$ cat config.mk
export PLATFORM = sky130hd
export DESIGN_NAME = dpu_pipe
export DESIGN_NICKNAME = d
export VERILOG_FILES = /design/src/rtl/dpu_pipe.sv
export SDC_FILE = /design/constraint.sdc
export NUM_CORES = 1
export LEC_CHECK = 0
export CORE_MARGIN = 2
export CORE_UTILIZATION = 35
export CTS_CLUSTER_DIAMETER = 200
export DETAILED_ROUTE_END_ITERATION = 8
export HOLD_SLACK_MARGIN = 0.02
export PLACE_DENSITY = 0.61
export SYNTH_ARGS = -nofsm -noshare
export SYNTH_HDL_FRONTEND = slang
export SYNTH_SLANG_ARGS = --single-unit
$ cat constraint.sdc
create_clock -name clk -period 4.9 [get_ports clk]
set_input_delay 0.735 -clock clk [delete_from_list [all_inputs] [get_ports clk]]
set_output_delay 0.735 -clock clk [all_outputs]
set_load 0.03 [all_outputs]
$ cat src/rtl/dpu_pipe.sv
// dpu_pipe: DEPTHxWIDTH register file with ALU, one-deep writeback stage, valid/ready
// instruction port and one-entry pixel buffer. Macro DPU_FORWARD_EN selects operand bypass over hazard stalls.
module dpu_pipe #(
    parameter int WIDTH   = 8,
    parameter int DEPTH   = 16,
    parameter int X_IDX   = 9,
    parameter int Y_IDX   = 10,
    parameter int C_IDX   = 11,
    parameter int ONE_IDX = 12,
    localparam int AW     = $clog2(DEPTH)
) (
    input  logic               clk,
    input  logic               rst,
    input  logic               in_valid,
    output logic               in_ready,
    input  logic [3:0]         op,
    input  logic [AW-1:0]      a_sel,
    input  logic [AW-1:0]      b_sel,
    input  logic [AW-1:0]      r_sel,
    input  logic [WIDTH-1:0]   mdata,
    output logic [3:0]         cc,
    output logic               pix_valid,
    input  logic               pix_ready,
    output logic [3*WIDTH-1:0] pix_data
);

    localparam logic [3:0] OP_ADD  = 4'd1;
    localparam logic [3:0] OP_SUB  = 4'd2;
    localparam logic [3:0] OP_AND  = 4'd3;
    localparam logic [3:0] OP_OR   = 4'd4;
    localparam logic [3:0] OP_XOR  = 4'd5;
    localparam logic [3:0] OP_SHL  = 4'd6;
    localparam logic [3:0] OP_SHR  = 4'd7;
    localparam logic [3:0] OP_LOAD = 4'd8;
    localparam logic [3:0] OP_MOV  = 4'd9;
    localparam logic [3:0] OP_INC  = 4'd10;
    localparam logic [3:0] OP_DEC  = 4'd11;
    localparam logic [3:0] OP_EMIT = 4'd12;
    localparam logic [3:0] OP_CMP  = 4'd13;

    localparam logic [AW-1:0]    X_SEL = AW'(X_IDX);
    localparam logic [AW-1:0]    Y_SEL = AW'(Y_IDX);
    localparam logic [AW-1:0]    C_SEL = AW'(C_IDX);
    localparam logic [WIDTH-1:0] ONE_W = WIDTH'(1);

    function automatic logic add_ovf(input logic [WIDTH-1:0] x, input logic [WIDTH-1:0] y,
                                     input logic [WIDTH-1:0] s);
        return (x[WIDTH-1] == y[WIDTH-1]) && (s[WIDTH-1] != x[WIDTH-1]);
    endfunction

    function automatic logic sub_ovf(input logic [WIDTH-1:0] x, input logic [WIDTH-1:0] y,
                                     input logic [WIDTH-1:0] s);
        return (x[WIDTH-1] != y[WIDTH-1]) && (s[WIDTH-1] != x[WIDTH-1]);
    endfunction

    logic [WIDTH-1:0]   regs_r [DEPTH];
    logic               ex_wr_r;
    logic [AW-1:0]      ex_rd_r;
    logic [WIDTH-1:0]   ex_res_r;
    logic [3:0]         cc_r;
    logic               pix_valid_r;
    logic [3*WIDTH-1:0] pix_data_r;

    logic [WIDTH-1:0] a_val_s, b_val_s, x_val_s, y_val_s, c_val_s;
    logic [WIDTH:0]   add_s, sub_s, inc_s, dec_s;
    logic [WIDTH-1:0] res_s;
    logic             c_s, v_s, wr_s, upd_s, emit_s, use_a_s, use_b_s;
    logic             hazard_s, in_ready_s, accept_s;

`ifdef DPU_FORWARD_EN
    // The pending writeback result overrides the stale register file copy.
    assign a_val_s = (ex_wr_r && (ex_rd_r == a_sel)) ? ex_res_r : regs_r[a_sel];
    assign b_val_s = (ex_wr_r && (ex_rd_r == b_sel)) ? ex_res_r : regs_r[b_sel];
    assign x_val_s = (ex_wr_r && (ex_rd_r == X_SEL)) ? ex_res_r : regs_r[X_SEL];
    assign y_val_s = (ex_wr_r && (ex_rd_r == Y_SEL)) ? ex_res_r : regs_r[Y_SEL];
    assign c_val_s = (ex_wr_r && (ex_rd_r == C_SEL)) ? ex_res_r : regs_r[C_SEL];
    assign hazard_s = 1'b0;
`else
    assign a_val_s = regs_r[a_sel];
    assign b_val_s = regs_r[b_sel];
    assign x_val_s = regs_r[X_SEL];
    assign y_val_s = regs_r[Y_SEL];
    assign c_val_s = regs_r[C_SEL];

    // Hold off any instruction that reads the register still waiting to be written.
    always_comb begin
        hazard_s = 1'b0;
        if (ex_wr_r) begin
            hazard_s = (use_a_s && (ex_rd_r == a_sel)) ||
                       (use_b_s && (ex_rd_r == b_sel)) ||
                       (emit_s && ((ex_rd_r == X_SEL) || (ex_rd_r == Y_SEL) || (ex_rd_r == C_SEL)));
        end else begin
            hazard_s = 1'b0;
        end
    end
`endif

    assign add_s = {1'b0, a_val_s} + {1'b0, b_val_s};
    assign sub_s = {1'b0, a_val_s} - {1'b0, b_val_s};
    assign inc_s = {1'b0, a_val_s} + {1'b0, ONE_W};
    assign dec_s = {1'b0, a_val_s} - {1'b0, ONE_W};

    // Decode and ALU; subtract-type carry is the inverted borrow.
    always_comb begin
        res_s   = '0;
        c_s     = 1'b0;
        v_s     = 1'b0;
        wr_s    = 1'b0;
        upd_s   = 1'b0;
        emit_s  = 1'b0;
        use_a_s = 1'b0;
        use_b_s = 1'b0;
        case (op)
            OP_ADD:  begin res_s = add_s[WIDTH-1:0]; c_s = add_s[WIDTH];
                           v_s = add_ovf(a_val_s, b_val_s, add_s[WIDTH-1:0]);
                           wr_s = 1'b1; upd_s = 1'b1; use_a_s = 1'b1; use_b_s = 1'b1; end
            OP_SUB:  begin res_s = sub_s[WIDTH-1:0]; c_s = ~sub_s[WIDTH];
                           v_s = sub_ovf(a_val_s, b_val_s, sub_s[WIDTH-1:0]);
                           wr_s = 1'b1; upd_s = 1'b1; use_a_s = 1'b1; use_b_s = 1'b1; end
            OP_AND:  begin res_s = a_val_s & b_val_s;
                           wr_s = 1'b1; upd_s = 1'b1; use_a_s = 1'b1; use_b_s = 1'b1; end
            OP_OR:   begin res_s = a_val_s | b_val_s;
                           wr_s = 1'b1; upd_s = 1'b1; use_a_s = 1'b1; use_b_s = 1'b1; end
            OP_XOR:  begin res_s = a_val_s ^ b_val_s;
                           wr_s = 1'b1; upd_s = 1'b1; use_a_s = 1'b1; use_b_s = 1'b1; end
            OP_SHL:  begin res_s = {a_val_s[WIDTH-2:0], 1'b0};
                           wr_s = 1'b1; upd_s = 1'b1; use_a_s = 1'b1; end
            OP_SHR:  begin res_s = {1'b0, a_val_s[WIDTH-1:1]};
                           wr_s = 1'b1; upd_s = 1'b1; use_a_s = 1'b1; end
            OP_LOAD: begin res_s = mdata; wr_s = 1'b1; end
            OP_MOV:  begin res_s = a_val_s; wr_s = 1'b1; use_a_s = 1'b1; end
            OP_INC:  begin res_s = inc_s[WIDTH-1:0]; c_s = inc_s[WIDTH];
                           v_s = add_ovf(a_val_s, ONE_W, inc_s[WIDTH-1:0]);
                           wr_s = 1'b1; upd_s = 1'b1; use_a_s = 1'b1; end
            OP_DEC:  begin res_s = dec_s[WIDTH-1:0]; c_s = ~dec_s[WIDTH];
                           v_s = sub_ovf(a_val_s, ONE_W, dec_s[WIDTH-1:0]);
                           wr_s = 1'b1; upd_s = 1'b1; use_a_s = 1'b1; end
            OP_EMIT: begin emit_s = 1'b1; end
            OP_CMP:  begin res_s = sub_s[WIDTH-1:0]; c_s = ~sub_s[WIDTH];
                           v_s = sub_ovf(a_val_s, b_val_s, sub_s[WIDTH-1:0]);
                           upd_s = 1'b1; use_a_s = 1'b1; use_b_s = 1'b1; end
            default: begin res_s = '0; end
        endcase
    end

    // An EMIT may only enter if the pixel slot is empty or drains on this same edge.
    always_comb begin
        if (in_valid && ((emit_s && pix_valid_r && !pix_ready) || hazard_s)) begin
            in_ready_s = 1'b0;
        end else begin
            in_ready_s = 1'b1;
        end
    end

    assign accept_s = in_valid && in_ready_s;

    // Register file: reset image, then writeback from the pending stage.
    always_ff @(posedge clk) begin
        if (rst) begin
            for (int i = 0; i < DEPTH; i++) begin
                regs_r[i] <= (i == ONE_IDX) ? ONE_W : '0;
            end
        end else if (ex_wr_r) begin
            regs_r[ex_rd_r] <= ex_res_r;
        end
    end

    // Pending writeback stage and condition codes; reset squashes the pending write.
    always_ff @(posedge clk) begin
        if (rst) begin
            ex_wr_r  <= 1'b0;
            ex_rd_r  <= '0;
            ex_res_r <= '0;
            cc_r     <= 4'b0000;
        end else begin
            ex_wr_r <= accept_s && wr_s;
            if (accept_s) begin
                ex_rd_r  <= r_sel;
                ex_res_r <= res_s;
                if (upd_s) begin
                    cc_r <= {res_s[WIDTH-1], ~|res_s, c_s, v_s};
                end
            end
        end
    end

    // One-entry pixel buffer; a refill on the draining edge avoids a bubble.
    always_ff @(posedge clk) begin
        if (rst) begin
            pix_valid_r <= 1'b0;
            pix_data_r  <= '0;
        end else if (accept_s && emit_s) begin
            pix_valid_r <= 1'b1;
            pix_data_r  <= {x_val_s, y_val_s, c_val_s};
        end else if (pix_ready) begin
            pix_valid_r <= 1'b0;
        end
    end

    assign in_ready  = in_ready_s;
    assign cc        = cc_r;
    assign pix_valid = pix_valid_r;
    assign pix_data  = pix_data_r;

endmodule

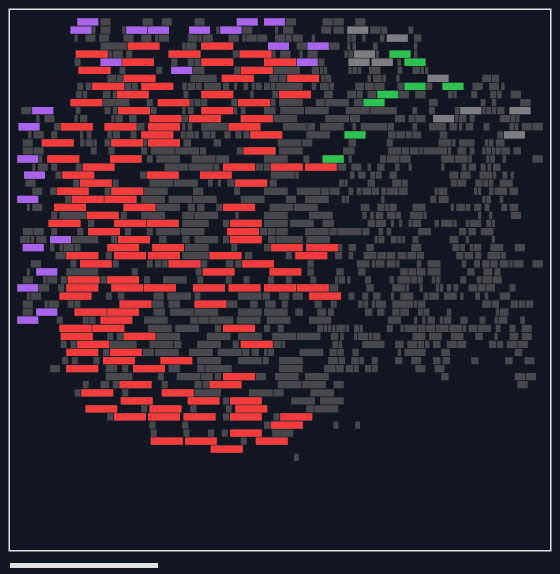
Fig. 1. Sequential cells colored by netlist name (run 1).
Scale bar: 50 um. Other sequential cells in the stronger gray, the rest of the logic in the fainter gray.
| color | netlist name | placed flops |
|---|---|---|
| red | `regs_r` | 128 |
| purple | `pix_data` | 24 |
| green | `ex_res_r` | 8 |
not colored: 10
P_seq: 1.69 mW
Final Util: 0.414

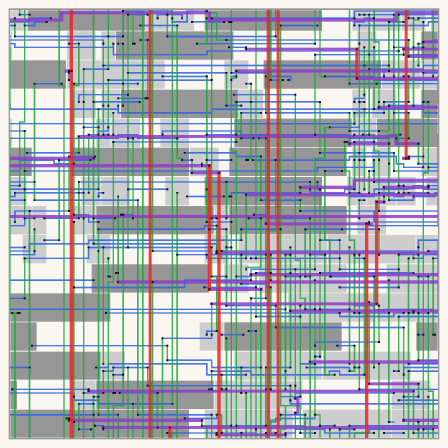
Fig. 2. A small window of the routed layout (run 1).
Region (26, 117) to (66, 157) um. Cells in gray, sequential cells in the stronger gray; small squares are vias.
| color | layer |
|---|---|
| red | M4 |
| green | M2 |
| purple | M3 |
| blue | M1 |
sequential cells in the window: 19
most frequent: edfxtp_1 (19), and2_1 (18), mux4_2 (12)
netlist names of flops here include: `regs_r` (19)
cells with their middle in the window: 78

==> reports/summary.txt, run 1 <==
Status: completed
Critical path startpoint: a_sel[1]
Clock Latency Late Sink: 0.45 ns
Critical Path End: cc[2]
FMAX: 222 MHz
Cells in synth_stat.txt: 954
# DRC: 0
Setup violators final: 0
Worst-margin pin slew: 1.18 ns
Post-CTS sizing: 0
Hold Crit Start: cc[0]
Highest Signal Layer: met4
Ports: 58
Combinational gates: 681
Starting DRC count in detailed routing: 1,216
Pins Over Slew Limit: 0
Period utilization: 0.918
Net Sw Frac: 0.307
Layout non-clock buf frac: 0.0847
Worst path slowest cell: clkdlybuf4s50_1
Clk root buf: clkbuf_16
Synth Register Bits: 170
GP Congestion: 0.940
Met3 usage: 0.0455
Static Leak: 4.89 nW
Die height: 182 um
Num tapcells: 402
GRT busiest layer: met2
Setup crit start kind: primary input
Critical Path Sink Type: flop
CTS tree: yes
Port Buf Inserts: 57
Top cells, area: edfxtp_1 35%, mux4_2 17%, dfxtp_1 7.6%
Hold path depth: 2
Seq/Total Area, Yosys: 0.422
R2R setup slack: 0.77 ns
Mapped Area: 11,100 um2
Sequential Power Share: 0.439
Sw power: 1.18 mW
Hold EP: cc[0]
Overflow after GRT: 0
Top cell excl fill/tap: and2_1
Total Power: 3.85 mW
OpenROAD warning count: 44
Logic share of the area: 0.461
Final WL: 36,500 um
Logic cell area: 6000 um2
Max-cap violations: 0
Final Cell Area: 13,000 um2
Max clock buf depth: 2
WL met1: 15,800 um
Biggest area consumer among synthesized cells: edfxtp_1
Die W: 182 um
Critical path's top delay family: AND-OR/OR-AND gates
DP Cell Count: 1,414
Logic pwr share: 0.201
Yosys xor share: 0.0102
Syn_area_per_cell: 11.6 um2
Clock power frac: 0.360
Post-place setup slack: 0.0115 ns
Post-synthesis cell count: 954
Met1 Use GR: 0.318
Max power group: sequential cells
Initial antenna violation count: 1
Vias/cell: 5.92
Non-Clock Buffer Count: 130
Number of core rows: 65
Largest net degree at the start of global routing: 44
Placed cell area: 12,400 um2
Largest cell class: multi-input combinational cells
Setup Fix Bufs, Post-CTS: 0
CP max stage delay: 0.60 ns
Sequential share of cell area: 0.360
Met2 wire len: 16,600 um
Vias after detailed routing: 8,559
Worst reg2reg startpoint: regs_r[9][0]
Max reg flops: 128
Crit path buf inv count: 5
Final Hold Viols: 0
Vias in the first global route: 8,455
Clock buffer count: 17
Number of enable flip-flop cells: 128
CP max FO: 21
Top logic family: multiplexers
Flop area: 4680 um2
Peak supply drop: 277 uV
Min Hold Slack: 0.458 ns
Most common cell in the netlist: and2_1
Largest reg by FF count: regs_r
Worst path arrival time: 4.86 ns
Non-clk invs: 31
Layout cell share with drive strength beyond 1: 0.224
Clk slew on worst S/H paths: 0.08 ns
DR WL met3: 2990 um
Min-Delay Path Class: flop to flop
Post-synth area from yosys stat: 11,100 um2
ANT nets after route: 0
Setup_tns: 0 ns
Worst EP required: 5.26 ns
Global-route wire length before repair: 55,100 um
Top-area cell share: 0.346
Setup slack after layout: 0.404 ns
Area grow syn2layout: 17.0%
And+or+nand+nor area frac: 0.177
Combinational power: 0.774 mW
Critical path cell sequence: clkdlybuf4s50_1 > buf_4 > nand2b_1 > o22ai_1 > o31ai_4 > inv_1 > ha_1 > inv_1 > fa_1 > nor3b_1 > nor3_1 > buf_4 > a221o_1 > a32oi_1 > nand4b_1 > a221oi_1 > o2111ai_1 > o41ai_2
Min Tclk post-route: 4.50 ns
Fill cell count: 2,962
M2 GR Usage: 0.349
Int Pwr: 2.67 mW
Pre-Repair DR Iteration Count: 7
Post-DP HPWL: 27,600 um
Cell Type Count: 81
Main flop type: edfxtp_1
Nets@finish: 1,090
Net Count, Synth: 1,013
Init Core Util: 0.354
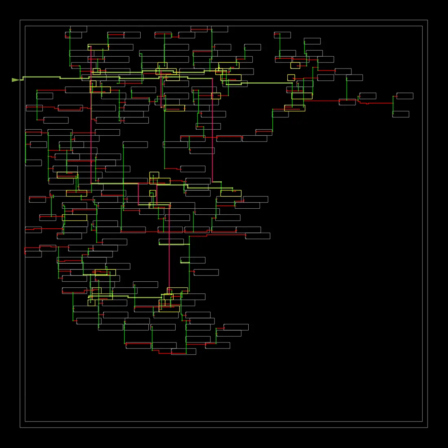
Fig. 3. Clock nets (run 1).
Final Skew: 0.0130 ns
sequential cell count: 170

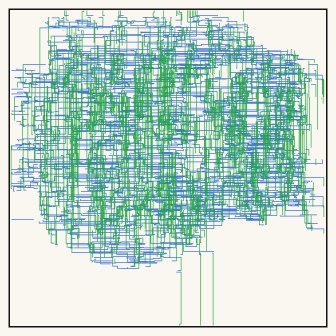
Fig. 4. Routed metal, one color a layer (run 1).
Two of the layers only.
| color | layer | wire length |
|---|---|---|
| green | M2 | 16,600 um |
| blue | M1 | 15,800 um |

Fig. 5: run 1, port wiring
Scale bar: 50 um.
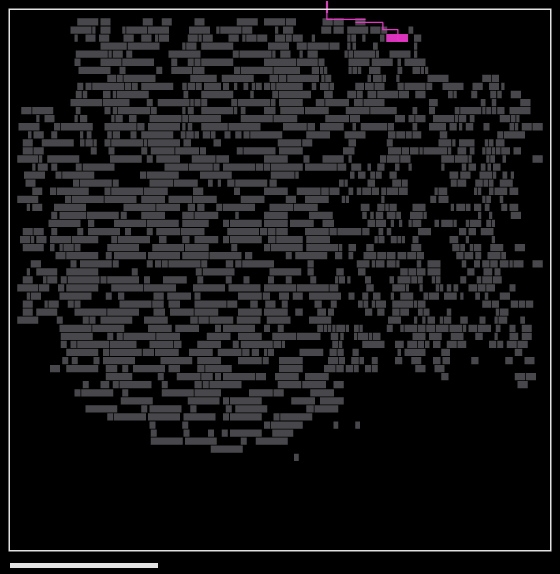

==> run 2: changes to the inputs <==
--- a/config.mk
+++ b/config.mk
@@ -7,10 +7,9 @@
 export LEC_CHECK = 0
 export CORE_MARGIN = 2
 export CORE_UTILIZATION = 35
-export CTS_CLUSTER_DIAMETER = 200
 export DETAILED_ROUTE_END_ITERATION = 8
 export HOLD_SLACK_MARGIN = 0.02
-export PLACE_DENSITY = 0.61
+export RECOVER_POWER = 50
 export SYNTH_ARGS = -nofsm -noshare
 export SYNTH_HDL_FRONTEND = slang
 export SYNTH_SLANG_ARGS = --single-unit
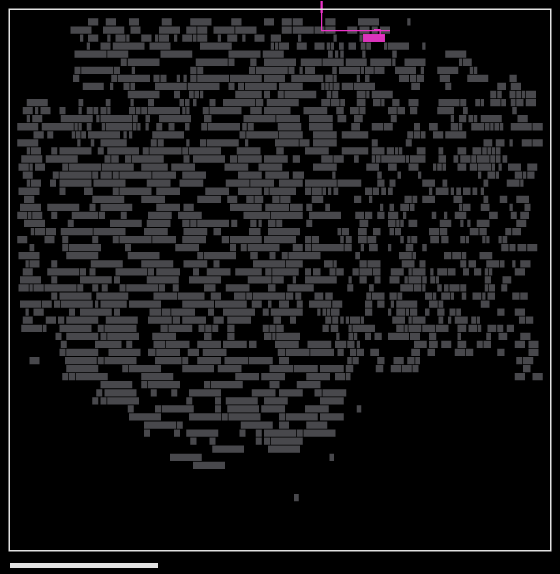
Fig. 6. Port wiring (run 2).
Scale bar: 50 um.
| color | port | direction | end cells | buffers | wire |
|---|---|---|---|---|---|
| magenta | `pix_valid` | output | 1 | 1 | 35.0 um |

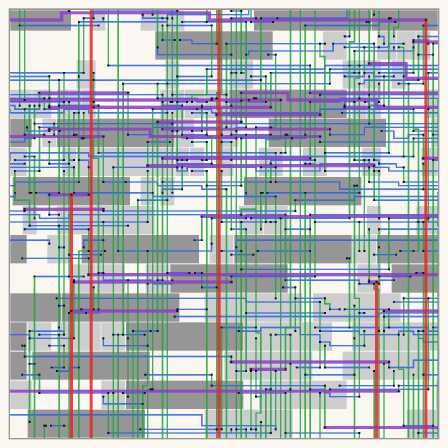
Fig. 7. A small window of the routed layout (run 2).
Region (26, 117) to (66, 157) um. Cells in gray, sequential cells in the stronger gray; small squares are vias.
| color | layer |
|---|---|
| red | M4 |
| purple | M3 |
| green | M2 |
| blue | M1 |
netlist names of flops here include: `regs_r` (17), `pix_data` (1)
sequential cells in the window: 18
cells with their middle in the window: 81
most frequent: edfxtp_1 (17)

==> reports/summary.txt, run 2 <==
Sequential Power Share: 0.447 (+0.008)
P_seq: 1.70 mW (about the same)
Area grow syn2layout: 16.3%
Top cells, area: edfxtp_1 35%, mux4_2 17%, dfxtp_1 7.6%
Layout non-clock buf frac: 0.0822 (-0.00252)
Nets@finish: 1,091 (+0.092%)
Placed cell area: 12,400 um2 (about the same)
Met2 wire len: 17,200 um (+3.1%)
Combinational gates: 681 (unchanged)
Number of core rows: 65 (unchanged)
Non-Clock Buffer Count: 131 (+0.77%)
Sequential share of cell area: 0.362 (+0.00206)
Max reg flops: 128 (unchanged)
Global-route wire length before repair: 54,500 um (-1.1%)
Critical Path Sink Type: flop
Mapped Area: 11,100 um2 (unchanged)
Post-synth area from yosys stat: 11,100 um2 (unchanged)
Worst path slowest cell: clkdlybuf4s50_1
Vias after detailed routing: 8,441 (-1.4%)
CP max FO: 22 (+4.8%)
Crit path buf inv count: 6 (+1)
Ports: 58 (unchanged)
Logic pwr share: 0.203 (+0.002)
Post-CTS sizing: 0 (unchanged)
FMAX: 221 MHz (-0.79%)
OpenROAD warning count: 44 (unchanged)
Flop area: 4680 um2 (unchanged)
Setup crit start kind: primary input
M2 GR Usage: 0.357 (+0.00809)
Layout cell share with drive strength beyond 1: 0.210 (-0.0146)
And+or+nand+nor area frac: 0.177 (unchanged)
WL met1: 15,700 um (-1.0%)
Sw power: 1.18 mW (-0.17%)
Final Hold Viols: 0 (unchanged)
Critical Path End: cc[2]
Period utilization: 0.925 (+0.00731)
Num tapcells: 402 (unchanged)
Fill cell count: 3,020 (+2.0%)
Hold Crit Start: cc[1]
Main flop type: edfxtp_1
Worst EP required: 5.25 ns (about the same)
Logic share of the area: 0.464 (+0.00264)
CTS tree: yes
Final Skew: 0.0137 ns (+0.000739 ns)
Clk slew on worst S/H paths: 0.07 ns (about the same)
Post-DP HPWL: 28,400 um (+3.0%)
Top-area cell share: 0.346 (unchanged)
Min Tclk post-route: 4.53 ns (+0.0358 ns)
Cells in synth_stat.txt: 954 (unchanged)
Static Leak: 4.83 nW (-1.3%)
Non-clk invs: 31 (unchanged)
Yosys xor share: 0.0102 (unchanged)
Status: completed
Syn_area_per_cell: 11.6 um2 (unchanged)
Setup slack after layout: 0.368 ns (-0.0358 ns)
Pins Over Slew Limit: 0 (unchanged)
Initial antenna violation count: 1 (unchanged)
Min Hold Slack: 0.468 ns (+0.0109 ns)
Synth Register Bits: 170 (unchanged)
Highest Signal Layer: met4
GRT busiest layer: met2
Critical path cell sequence: clkdlybuf4s50_1 > buf_4 > nand2b_1 > o22ai_1 > o31ai_4 > inv_1 > ha_1 > inv_1 > fa_1 > nor3b_1 > nor3_1 > buf_4 > a221o_1 > a32oi_1 > nand4b_1 > a221oi_1 > buf_4 > o2111ai_1 > o41ai_2
Peak supply drop: 237 uV (-14%)
Die W: 182 um (unchanged)
Total Power: 3.79 mW (-1.5%)
Setup violators final: 0 (unchanged)
CP max stage delay: 0.65 ns (+0.05 ns)
Die height: 182 um (unchanged)
Number of enable flip-flop cells: 128 (unchanged)
Final Util: 0.412 (-0.00235)
Net Count, Synth: 1,013 (unchanged)
Most common cell in the netlist: and2_1
Seq/Total Area, Yosys: 0.422 (unchanged)
Hold path depth: 2 (unchanged)
R2R setup slack: 0.78 ns (about the same)
DP Cell Count: 1,415 (+0.071%)
Met3 usage: 0.0469 (+0.00140)
Worst reg2reg startpoint: regs_r[9][0]
Starting DRC count in detailed routing: 1,046 (-14%)
Fig. 8: run 2, clock nets
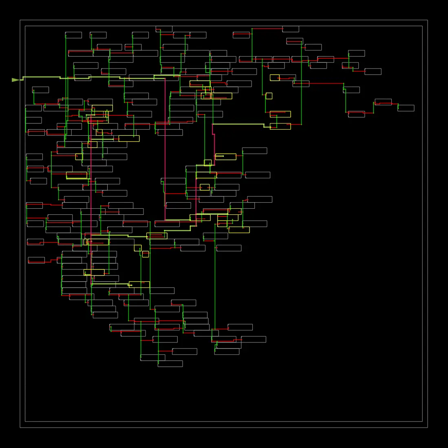

==> run 3: changes to the inputs <==
--- a/config.mk
+++ b/config.mk
@@ -6,7 +6,7 @@
 export NUM_CORES = 1
 export LEC_CHECK = 0
 export CORE_MARGIN = 2
-export CORE_UTILIZATION = 35
+export CORE_UTILIZATION = 25
 export DETAILED_ROUTE_END_ITERATION = 8
 export HOLD_SLACK_MARGIN = 0.02
 export RECOVER_POWER = 50
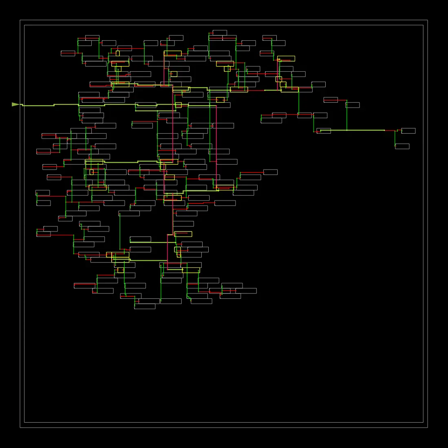
Fig. 9. Clock nets (run 3).
Final Skew: 0.0158 ns
clock buffer count: 18
CTS buffer count: 17

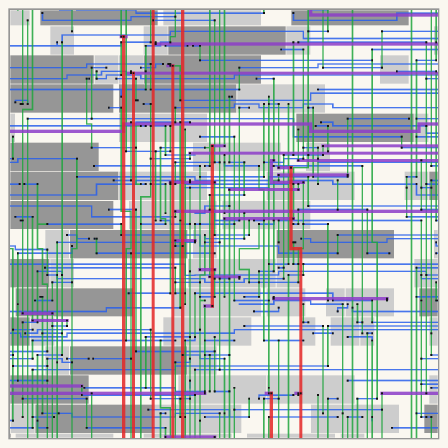
Fig. 10. A small window of the routed layout (run 3).
Region (34, 141) to (74, 181) um. Cells in gray, sequential cells in the stronger gray; small squares are vias.
| color | layer |
|---|---|
| green | M2 |
| blue | M1 |
| red | M4 |
| purple | M3 |
cells with their middle in the window: 57
most frequent: edfxtp_1 (17), mux4_2 (14), and2_1 (10)
sequential cells in the window: 17
netlist names of flops here include: `regs_r` (17)

==> reports/summary.txt, run 3 <==
Status: completed
Worst reg2reg startpoint: regs_r[11][0]
Global-route wire length before repair: 56,200 um (+3.2%)
Non-Clock Buffer Count: 142 (+8.4%)
Mapped Area: 11,100 um2 (unchanged)
Net Count, Synth: 1,013 (unchanged)
Fill cell count: 4,502 (+49%)
Hold path depth: 2 (unchanged)
Top cells, area: edfxtp_1 35%, mux4_2 17%, dfxtp_1 7.6%
CP max FO: 28 (+27%)
CTS tree: yes
Initial antenna violation count: 1 (unchanged)
Die W: 215 um (+18%)
Total Power: 3.78 mW (-0.41%)
Setup violators final: 0 (unchanged)
Period utilization: 0.949 (+0.0244)
P_seq: 1.69 mW (about the same)
Hold Crit Start: cc[0]
Number of core rows: 77 (+18%)
Non-clk invs: 31 (unchanged)
CP max stage delay: 0.61 ns (-0.04 ns)
Starting DRC count in detailed routing: 1,063 (+1.6%)
Peak supply drop: 207 uV (-13%)
And+or+nand+nor area frac: 0.177 (unchanged)
Yosys xor share: 0.0102 (unchanged)
DP Cell Count: 1,616 (+14%)
Num tapcells: 592 (+47%)
R2R setup slack: 0.59 ns (-0.19 ns)
Worst EP required: 5.26 ns (about the same)
GRT busiest layer: met2
Met3 usage: 0.0258 (-0.0211)
Most common cell in the netlist: and2_1
Final Hold Viols: 0 (unchanged)
Setup Fix Bufs, Post-CTS: 0
Seq/Total Area, Yosys: 0.422 (unchanged)
Nets@finish: 1,102 (+1.0%)
Crit path buf inv count: 3 (-3)
Sw power: 1.15 mW (-2.4%)
Init Core Util: 0.252
Synth Register Bits: 170 (unchanged)
Logic pwr share: 0.212 (+0.009)
Flop area: 4680 um2 (unchanged)
Combinational gates: 681 (unchanged)
Final Util: 0.301 (-0.110)
Clk slew on worst S/H paths: 0.08 ns (about the same)
Setup crit start kind: primary input
Number of enable flip-flop cells: 128 (unchanged)
Layout cell share with drive strength beyond 1: 0.216 (+0.00634)
Main flop type: edfxtp_1
Post-synth area from yosys stat: 11,100 um2 (unchanged)
M2 GR Usage: 0.250 (-0.107)
Post-CTS sizing: 0 (unchanged)
Worst path slowest cell: clkdlybuf4s50_1
WL met1: 16,800 um (+7.3%)
Cells in synth_stat.txt: 954 (unchanged)
Area grow syn2layout: 19.4%
Setup slack after layout: 0.248 ns (-0.120 ns)
FMAX: 215 MHz (-2.6%)
Placed cell area: 12,800 um2 (+3.0%)
Met2 wire len: 17,100 um (-0.55%)
OpenROAD warning count: 44 (unchanged)
Top-area cell share: 0.346 (unchanged)
Critical Path Sink Type: flop
Post-DP HPWL: 28,200 um (-0.57%)
Critical path cell sequence: clkdlybuf4s50_1 > buf_4 > nor2_1 > a22o_1 > o31ai_4 > ha_1 > fa_1 > or3b_2 > a21oi_1 > a221o_1 > nor4_1 > buf_4 > o2111ai_1 > nor4_1 > o2111ai_1 > o41ai_2
Syn_area_per_cell: 11.6 um2 (unchanged)
Min Hold Slack: 0.453 ns (-0.0151 ns)
Highest Signal Layer: met5
Power and IR drop assume default switching activity.
